===== src/rtl/spike_packet_tx.sv =====
// spike_packet_tx
//   Transmit end of the spike-routing interface on the neuromorphic TCAM
//   memory. It captures one timestep's neuron fire vector and sends one
//   PacketID for every set bit, lowest neuron first, over a valid/ready
//   handshake to the TCAM Mem block.
//
// Ports
//   clk, rst_n     : single rising-edge clock, synchronous active-low reset
//   Fire_Vec       : fire bitmap for one timestep (bit i = neuron i fired)
//   Fire_Valid     : Fire_Vec is valid this cycle
//   Fire_Ready     : a new Fire_Vec can be accepted (IDLE only)
//   PacketID_Out   : spike packet ID, registered, lowest pending neuron
//   Packet_Valid   : PacketID_Out is valid
//   Packet_Ready   : Mem accepts the packet this cycle
//   MODE_Out       : MODE_F while Packet_Valid, else MODE_I
//   Step_Done      : one-cycle pulse once every packet of the timestep is sent
//   Drop_Cnt       : saturating count of fire vectors offered while busy
//
// Optional feature (macro SPIKE_TX_STATS_EN)
//   Stats_Clr      : synchronous clear of Sent_Cnt and Drop_Cnt (wins over
//                    a coincident increment)
//   Sent_Cnt       : saturating count of packet handshakes
//
// Neurons must equal 2**ID_Width so every neuron index fits a PacketID.

module spike_packet_tx #(
  parameter int         ID_Width = 4,
  parameter int         Neurons  = 16,
  parameter logic [2:0] MODE_I   = 3'b000,
  parameter logic [2:0] MODE_F   = 3'b011,
  parameter int         DropW    = 8
) (
  input  logic                clk,
  input  logic                rst_n,
  input  logic [Neurons-1:0]  Fire_Vec,
  input  logic                Fire_Valid,
  output logic                Fire_Ready,
  output logic [ID_Width-1:0] PacketID_Out,
  output logic                Packet_Valid,
  input  logic                Packet_Ready,
  output logic [2:0]          MODE_Out,
  output logic                Step_Done,
  output logic [DropW-1:0]    Drop_Cnt
`ifdef SPIKE_TX_STATS_EN
  ,
  input  logic                Stats_Clr,
  output logic [15:0]         Sent_Cnt
`endif
);

  localparam logic [1:0] S_IDLE = 2'd0;
  localparam logic [1:0] S_SEND = 2'd1;
  localparam logic [1:0] S_DONE = 2'd2;

  logic [1:0]         state;
  logic [Neurons-1:0] pending;
  logic [Neurons-1:0] pend_rest;
  logic               hs;
  logic               accept;
  logic               drop;
  logic               clr;

  // Index of the lowest set bit; scanning downward lets the lowest win.
  function automatic logic [ID_Width-1:0] lsb_idx(input logic [Neurons-1:0] v);
    logic [ID_Width-1:0] r;
    r = '0;
    for (int i = Neurons - 1; i >= 0; i--)
      if (v[i]) r = ID_Width'(i);
    return r;
  endfunction

  // Outputs decode straight from registered state, so they are glitch-free
  // and stay stable through a stall.
  assign Fire_Ready   = (state == S_IDLE);
  assign Packet_Valid = (state == S_SEND);
  assign Step_Done    = (state == S_DONE);
  assign MODE_Out     = Packet_Valid ? MODE_F : MODE_I;

  assign hs     = Packet_Valid & Packet_Ready;
  assign accept = Fire_Valid & Fire_Ready;
  assign drop   = Fire_Valid & ~Fire_Ready;

  // The presented ID is always the lowest set bit of pending, so clearing the
  // lowest set bit removes exactly the packet just handed off.
  assign pend_rest = pending & (pending - Neurons'(1));

`ifdef SPIKE_TX_STATS_EN
  assign clr = Stats_Clr;
`else
  assign clr = 1'b0;
`endif

  always_ff @(posedge clk) begin
    if (!rst_n) begin
      state        <= S_IDLE;
      pending      <= '0;
      PacketID_Out <= '0;
    end else begin
      case (state)
        S_IDLE: begin
          if (accept) begin
            if (|Fire_Vec) begin
              pending      <= Fire_Vec;
              PacketID_Out <= lsb_idx(Fire_Vec);
              state        <= S_SEND;
            end else begin
              // empty timestep: nothing to send, just signal completion
              state <= S_DONE;
            end
          end
        end
        S_SEND: begin
          if (hs) begin
            pending <= pend_rest;
            if (|pend_rest) PacketID_Out <= lsb_idx(pend_rest);
            else            state        <= S_DONE;
          end
        end
        S_DONE:  state <= S_IDLE;
        default: state <= S_IDLE;
      endcase
    end
  end

  always_ff @(posedge clk) begin
    if (!rst_n)                  Drop_Cnt <= '0;
    else if (clr)                Drop_Cnt <= '0;
    else if (drop && ~&Drop_Cnt) Drop_Cnt <= Drop_Cnt + DropW'(1);
  end

`ifdef SPIKE_TX_STATS_EN
  always_ff @(posedge clk) begin
    if (!rst_n)                Sent_Cnt <= '0;
    else if (Stats_Clr)        Sent_Cnt <= '0;
    else if (hs && ~&Sent_Cnt) Sent_Cnt <= Sent_Cnt + 16'd1;
  end
`endif

endmodule


===== config.mk =====
export PLATFORM = sky130hd
export DESIGN_NAME = spike_packet_tx
export DESIGN_NICKNAME = d
export VERILOG_FILES = /design/src/rtl/spike_packet_tx.sv
export SDC_FILE = /design/constraint.sdc
export NUM_CORES = 1
export LEC_CHECK = 0
export CELL_PAD_IN_SITES_DETAIL_PLACEMENT = 1
export CELL_PAD_IN_SITES_GLOBAL_PLACEMENT = 1
export CORE_MARGIN = 2
export CORE_UTILIZATION = 35
export DETAILED_ROUTE_END_ITERATION = 12
export GPL_TIMING_DRIVEN = 0
export PLACE_DENSITY_LB_ADDON = 0.1
export SYNTH_ARGS = -nofsm -noshare
export SYNTH_HDL_FRONTEND = slang
export SYNTH_SLANG_ARGS = --single-unit
export TNS_END_PERCENT = 5

===== constraint.sdc =====
create_clock -name clk -period 1.8 [get_ports clk]
set_clock_uncertainty 0.05 [all_clocks]
set_input_delay 0.36 -clock clk [delete_from_list [all_inputs] [get_ports clk]]
set_output_delay 0.36 -clock clk [all_outputs]
set_load 0.02 [all_outputs]

==> flow_summary.json, run 1 <==
{
  "slowest_delay_ps": 610,
  "nFillCells": 794,
  "grt.overflow.total": 0,
  "cts_max_path_buffers": 2,
  "worst-path-max-fanout": 9,
  "power_density_nw_per_um2": 954.8,
  "setup_viol": 20,
  "finalWorstSetupSlack_ps": -297.8,
  "via_count": 2521,
  "cap_violations": 0,
  "fin_area_sq_um": 3088,
  "startpoint": "pending[0]$_SDFFE_PN0P_",
  "antenna_found_initial": 0,
  "top_logic_kind": "AND-OR/OR-AND gates",
  "slowest_stage": "or4_4",
  "ys_seq_share": 0.2590,
  "portBuffers": 36,
  "core_area_sq_um": 6386,
  "warnings": 29,
  "synth_cells": 311,
  "cp_num_buf_inv": 1,
  "htreeDepth": 2,
  "dpl-instance-area_sq_um": 2775,
  "cp-end-kind": "flop",
  "area_leaders": "dfxtp_1 (26%), a21oi_1 (8.0%), o21ai_0 (5.6%)",
  "min_period_ps": 2098,
  "grt_pass1_wl_mm": 12.80,
  "fmax_ghz": 0.4767,
  "violations": "negative setup slack",
  "outcome": "finished with violations",
  "grt.total_usage": 0.2210,
  "yosysChipArea_sq_um": 2318,
  "viasPerCell": 5.795,
  "required_ps": 1920,
  "numCtsBuffers": 5,
  "ff_type": "dfxtp_1"
}
## run 1: report_power, final
part	internal (W)	switching, W
sequential	0.000735	0.0000756
clock	0.000413	0.000239
combinational	0.000610	0.000874
## run 1: layout by cell type, fill, tap and decap left out, drive strengths merged, types with 3 or more instances in the layout
| cell | Yosys | layout |
|---|---|---|
| buf | 16 | 22 |
| clkbuf | 10 | 17 |
| or4 | 4 | 4 |
| clkdlybuf4s15 | 0 | 3 |
| o211ai | 4 | 4 |
| xnor2 | 4 | 4 |
| a21oi | 37 | 37 |
| a2111oi | 4 | 4 |
| nand3 | 4 | 4 |
| dfxtp | 30 | 30 |
| nor2b | 5 | 5 |
| and2 | 3 | 3 |
| and3 | 3 | 3 |
| o31ai | 3 | 3 |
| clkdlybuf4s50 | 0 | 14 |
| nor4 | 8 | 8 |
| nor2 | 26 | 26 |
| dlygate4sd2 | 0 | 15 |
| maj3 | 5 | 5 |
| or3 | 3 | 3 |
| inv | 15 | 15 |
| xor2 | 3 | 3 |
| o21ai | 31 | 31 |
| nand2 | 33 | 33 |
| a31oi | 6 | 6 |
| nor3 | 9 | 9 |
| a41oi | 4 | 4 |
| nand4 | 7 | 7 |
## run 1: area by class of cell
type,instances,area (sq um),share of cell area
Buffer,23,161.4,0.05227
Clock buffer,7,76.32,0.02472
Clock inverter,1,30.03,0.009724
Inverter,16,68.82,0.02229
Multi-Input combinational cell,239,1667,0.5397
Sequential cell,30,606.8,0.1965
Tap cell,77,96.34,0.03120
Timing Repair Buffer,42,381.6,0.1236
## run 1: worst paths after layout
check,to,slack (ps),cells after the start
setup / recovery,state[0]$_SDFFE_PN0P_,-300,6
hold reg to reg,PacketID_Out[2]$_SDFFE_PN0P_,440,2
hold / removal,pending[8]$_SDFFE_PN0P_,330,3
setup reg to reg,state[0]$_SDFFE_PN0P_,-300,6
## run 1: timing repair
action / CTS / global route
buffers inserted: 5 / 0
gates resized: 75 / 12
setup endpoints to repair: 28 / 29
pin swaps: 25 / 2
gates cloned: 1 / 0
## run 1: worst reg2reg max path: cells and delay by family, from the launching register on
| family | cells | cell delay [ps] |
|---|---|---|
| and+or+nand+nor | 1 | 610 |
| AOI/OAI and AO/OA | 4 | 880 |
| DFF | 1 | 310 |
| buffers and inverters | 1 | 140 |
## run 1: Yosys cell counts, drive strengths merged (2+ instances only)
master	instances
and2	3
nand3	4
a211oi	2
a21oi	37
nor2	26
o22ai	2
o311ai	2
or3	3
a2111oi	4
a22o	2
or4	4
mux2i	2
and3	3
xor2	3
a41oi	4
or2	2
clkbuf	10
nor2b	5
o2111ai	2
o31ai	3
nor4	8
buf	16
nand2	33
dfxtp	30
a31oi	6
o211ai	4
a221oi	2
inv	15
nand4	7
o21ai	31
xnor2	4
maj3	5
a211o	2
nor3	9
## run 1: flip-flops by register name, indices dropped and copies added, names as in the netlist
signal	flops
Drop_Cnt	8
PacketID_Out	4
pending	16
state	2
## run 1: per-layer routing
metal,vias up,track usage,part of all wire
li1,1236,-,-
met3,11,0.03405,0.028
met1,1227,0.3094,0.50
met5,-,0,0
met2,47,0.3530,0.46
met4,0,0.06061,0.015
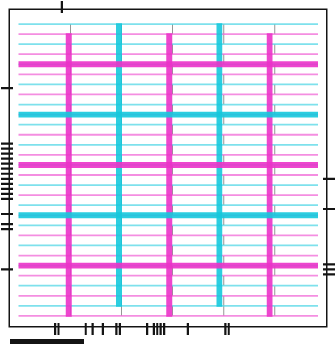
Run 1: supply network
Scale bar: 20 um. Pins as bars on the die edge. Tap cells in gray.
Key: cyan = VDD; magenta = VSS
38 signal pins sit on the boundary. 5 straps on met5. The core has 29 rows. 77 tap cells.

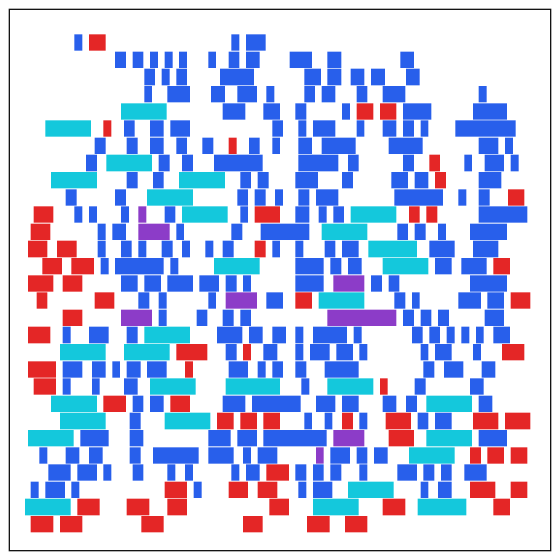
Run 1: placement by cell class
Key: red = other buffers and delay cells [cells 65, share of their area 18%]; cyan = flip-flops [cells 30, share of their area 20%]; blue = all other logic [cells 255, share of their area 58%]; purple = clock drivers and dummy loads [cells 8, share of their area 3.6%]

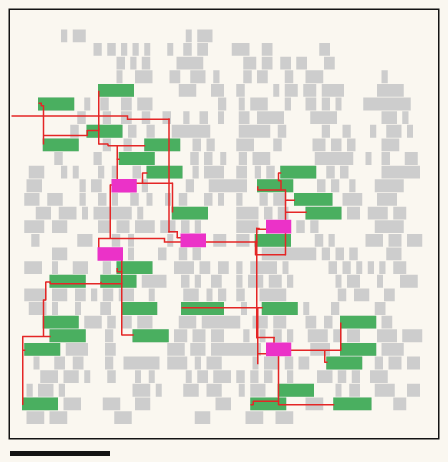
Run 1: clock distribution
Scale bar: 20 um.
Key: green = flip-flops [count 30]; magenta = cells driving clock nets [count 5]; red = clock wires [length 390 um]
There are 6 routed clock nets.

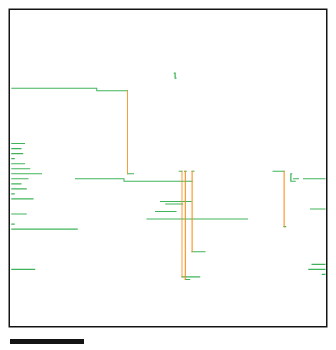
Run 1: signal wires by layer
Scale bar: 20 um. Two of the layers only.
Key: green = met3 [wire length 222 um]; orange = met4 [wire length 117 um]

Run 1, clock nets:
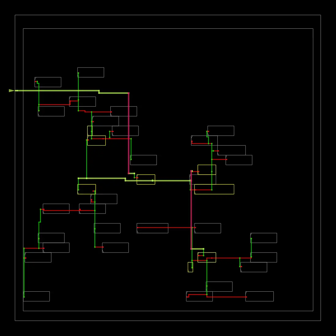

==> run 2, diff against run 1 <==
CTS_CLUSTER_DIAMETER = 80   (was unset)
REMOVE_ABC_BUFFERS = 1   (was unset)
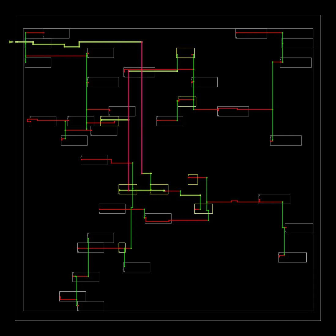
Run 2: clock nets
P_clk: 0.000609 W
Sink Count: 30
Late-Pin Clk Latency: 290 ps
clock buffers: 6

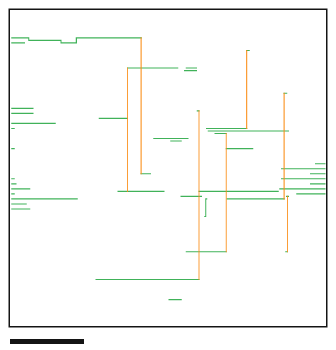
Run 2: signal wires by layer
Scale bar: 20 um. Two of the layers only.
Key: green = met3 [wire length 341 um]; orange = met4 [wire length 212 um]

==> run 2 against run 1 <==
The run still ends with negative setup slack left. Routed wire length grew 3.6%. Maximum frequency grew 2.2%. Flip-flop count is the same. Combinational power is essentially flat. Clock power shrank 6.7%. Worst setup slack gained 46 ps. Die size is the same. Synthesized cell count is the same. Critical path type unchanged.
==> flow_summary.json, run 2 <==
{
  "required_ps": 1910,
  "synth.most_common_cell": "a21oi_1",
  "min_period_ps": 2052,
  "setup_viol": 12,
  "power_switching_w": 0.001303,
  "numCtsBuffers": 5,
  "area_leaders": "dfxtp_1 (26%), a21oi_1 (8.0%), o21ai_0 (5.6%)",
  "nFillCells": 789,
  "fmax_ghz": 0.4873,
  "finalWorstSetupSlack_ps": -252.1,
  "violations": "negative setup slack",
  "internal_power_w": 0.001682,
  "cap_violations": 0,
  "ff_type": "dfxtp_1",
  "htreeDepth": 2,
  "warnings": 27,
  "dpl-instance-area_sq_um": 2635,
  "grt_pass1_wl_mm": 13.37,
  "cts_max_path_buffers": 2,
  "via_count": 2542,
  "outcome": "finished with violations"
}
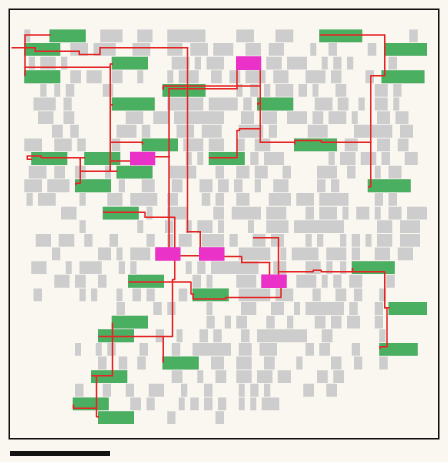
Run 2: clock distribution
Scale bar: 20 um.
Key: green = flip-flops [count 30]; magenta = cells driving clock nets [count 5]; red = clock wires [length 567 um]
Position of the flops: spread over the die. There are 6 routed clock nets.

==> run 2: cell count changes in the layout (fill, tap and decap cells not counted), moves of 3 or more <==
cell / change
nand2_4: +3
a2111oi_2: -3
dfxtp_4: +7
o21ai_1: +3
clkbuf_1: -7
o21ai_0: -4
dfxtp_1: -7
==> run 2: worst paths after layout <==
path / start / end / slack (ps) / cells after the start
max: pending[3]$_SDFFE_PN0P_ / PacketID_Out[3]$_SDFFE_PN0P_ / -250 / 6
min reg2reg: PacketID_Out[2]$_SDFFE_PN0P_ / PacketID_Out[2]$_SDFFE_PN0P_ / 430 / 2
max reg2reg: pending[3]$_SDFFE_PN0P_ / PacketID_Out[3]$_SDFFE_PN0P_ / -250 / 6
min: Fire_Vec[10] / pending[10]$_SDFFE_PN0P_ / 280 / 3
==> run 2: area by class of cell <==
class                      instances  area [sq um]  share of cell area
inverter                          16         76.32             0.02464
clock inverter                     2         12.51            0.004039
clock buffer                       6         82.58             0.02666
sequential                        30         633.1              0.2044
timing repair buffer              55         485.5              0.1567
tap                               77         96.34             0.03110
multi-input combinational        242          1712              0.5525
==> run 2: worst max-delay path, stage by stage, from the launching register on <==
cell      delay [ps]
dfxtp_4          380
or4_4            660
nor3_4           210
a22o_4           160
o211a_4          200
a21o_1           170
a221oi_2          70
==> run 2: cell families (layout without fill, tap and decap cells) <==
logic type      count (synthesis)  after routing  share of synthesized area
mux                             2              2                   0.008635
simple gates                  111            114                     0.2601
buf+inv                        42             79                    0.09012
fa+ha+maj                       6              6                    0.02698
other cells                     1              1                   0.001617
compound gates                112            112                     0.3271
flops                          30             30                     0.2590
xor+xnor                        7              7                    0.02644
==> run 2: layer usage <==
layer,GRT usage,wire [um]
met5,0,0
met1,0.3122,3792
met4,0.09524,212
met2,0.3629,3782
met3,0.04961,341
==> run 2: power groups by stage <==
stage          clock (W)  sequential, W  combinational, W
2_1_floorplan          0       0.000884          0.000749
3_3_place_gp           0       0.000892           0.00112
6_report        0.000609       0.000899           0.00148
4_1_cts         0.000620       0.000893           0.00139
5_1_grt         0.000647       0.000917           0.00160
3_5_place_dp           0       0.000896           0.00114
==> run 2: what timing repair did <==
item,CTS,global route
pin swaps,23,10
buffers inserted,17,2
cloned,3,0
gates resized,85,24
endpoints found under the setup margin,34,30
hold buffers,0,0
==> run 2: per-stage QoR <==
stage          total power, W  hold WS, ps  setup TNS (ps)
2_1_floorplan        0.001633        431.7           -4753
3_3_place_gp         0.002015        422.6          -29680
3_5_place_dp         0.002034        425.6          -30790
4_1_cts              0.002904        378.7           -2080
5_1_grt              0.003163        295.6           -2868
6_report             0.002985        284.9           -1609
Run 2, supply network:
Scale bar: 20 um. Pins as bars on the die edge. Tap cells in gray.
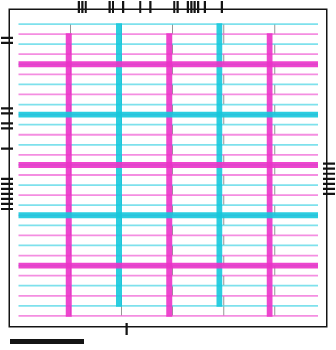

==> run 3, diff against run 2 <==
CORE_ASPECT_RATIO = 1.75   (was unset)
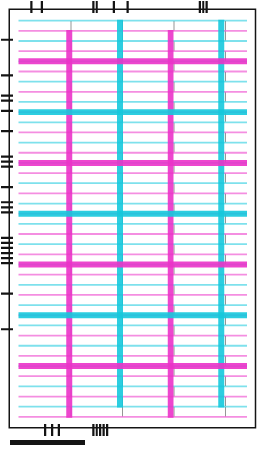
Run 3: supply network
Scale bar: 20 um. Pins as bars on the die edge. Tap cells in gray.
Key: cyan = VDD; magenta = VSS
4 straps on met4. 38 signal pins sit on the boundary.

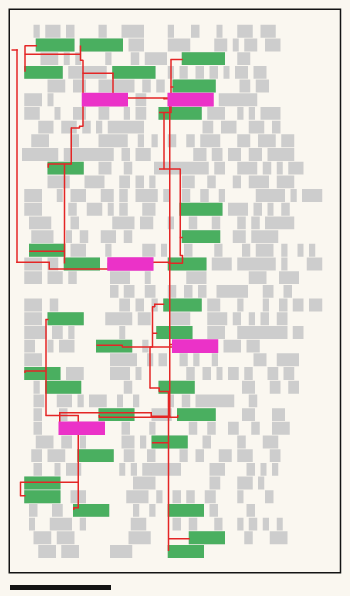
Run 3: clock distribution
Scale bar: 20 um.
Key: red = clock wires [length 493 um]; green = flip-flops [count 30]; magenta = cells driving clock nets [count 5]
There are 6 routed clock nets.

==> run 3 against run 2 <==
The flow still finishes with violations (negative setup slack). Flip-flop count is the same. Die size grew 0.35%. Combinational power is essentially flat. Worst setup slack lost 38 ps. Routed wire length grew 1.8%. Clock power up 56%. Sequential power decreased by 0.4%. Via count barely moved. Largest cell class unchanged.
==> flow_summary.json, run 3 <==
{
  "outcome": "finished with violations",
  "violations": "negative setup slack",
  "required_ps": 1910,
  "internal_power_w": 0.002015,
  "cpLargestDelayFamily": "AND-OR/OR-AND gates",
  "htreeDepth": 2,
  "area_leaders": "dfxtp_1 (26%), a21oi_1 (8.0%), o21ai_0 (5.6%)",
  "setup_viol": 20,
  "ff_type": "dfxtp_1",
  "comb_area_sq_um": 1713,
  "cap_violations": 0,
  "finalWorstSetupSlack_ps": -290.4,
  "warnings": 27,
  "regArea_sq_um": 630.6,
  "min-delay-start": "Fire_Vec[9]",
  "reg2reg_from": "pending[4]$_SDFFE_PN0P_",
  "min_path_cells": 3,
  "power_w": 0.003298,
  "slowest_stage": "or4_4",
  "setup-tns-final_ps": -1892,
  "cts.sink_count": 30,
  "critical_path_depth": 6,
  "min_period_ps": 2090
}
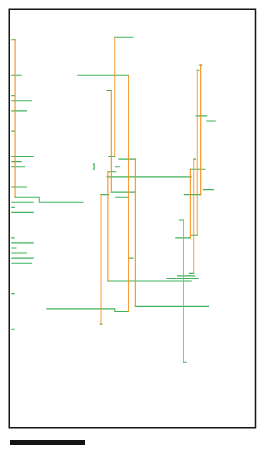
Run 3: signal wires by layer
Scale bar: 20 um. Two of the layers only.
Key: orange = met4 [wire length 434 um]; green = met3 [wire length 254 um]

## run 3: routing by layer
| layer | vias up | global-route usage | part of all wire |
|---|---|---|---|
| li1 | 1229 | - | - |
| met1 | 1227 | 0.2370 | 0.38 |
| met2 | 62 | 0.4367 | 0.54 |
| met4 | 0 | 0.1083 | 0.052 |
| met5 | - | 0 | 0 |
| met3 | 26 | 0.03737 | 0.031 |
## run 3: worst min-delay path: stages
cell      delay [ps]
clkbuf_2         120
nand2_1           70
a21oi_1           60
## run 3: layout make-up
cell class / instances / share of cell area
Clock buffer: 5 / 0.03906
Clock inverter: 3 / 0.01250
Inverter: 16 / 0.02109
Multi-Input combinational cell: 243 / 0.5348
Sequential cell: 30 / 0.1969
Tap cell: 82 / 0.03203
Timing Repair Buffer: 55 / 0.1637
## run 3: path summary, 6_finish.rpt
kind,endpoint,slack (ps)
setup / recovery,PacketID_Out[1]$_SDFFE_PN0P_,-290
hold / removal,pending[9]$_SDFFE_PN0P_,320
setup reg to reg,PacketID_Out[1]$_SDFFE_PN0P_,-290
hold reg to reg,PacketID_Out[3]$_SDFFE_PN0P_,430
## run 3: kinds of logic after synthesis
group | after synthesis | share of synthesized area
buf+inv | 42 | 0.09012
xor+xnor | 7 | 0.02644
flops | 30 | 0.2590
simple gates | 111 | 0.2601
compound gates | 112 | 0.3271
other cells | 1 | 0.001617
mux | 2 | 0.008635
fa+ha+maj | 6 | 0.02698
## run 3: power by group through the flow
stage	logic, W	clock network, W	registers (W)
floorplan	0.000749	0	0.000884
global placement	0.00114	0	0.000886
detailed placement	0.00114	0	0.000891
CTS	0.00135	0.000972	0.000887
global route	0.00158	0.000989	0.000913
finish	0.00145	0.000952	0.000895
## run 3: stage by stage
step / hold slack, ps / std cells / instance area [sq um] / utilization / setup WS, ps
2_1_floorplan: 431.7 / 285 / 2170 / - / -313.5
4_1_cts: 435.7 / 430 / 3073 / 0.4735 / -261.8
3_3_place_gp: 405.7 / 403 / 2633 / 0.4056 / -1274
6_report: 320.3 / 434 / 3203 / 0.4935 / -290.4
5_1_grt: 334.4 / 434 / 3203 / 0.4935 / -343.7
3_5_place_dp: 419.4 / 403 / 2633 / 0.4056 / -1246
## run 3: timing repair
item,in CTS,in global routing
pin swaps,15,15
setup endpoints to repair,35,30
hold buffers,0,0
setup buffers,16,3
gates resized,50,40
cloned,3,1
Power and IR drop assume default switching activity.
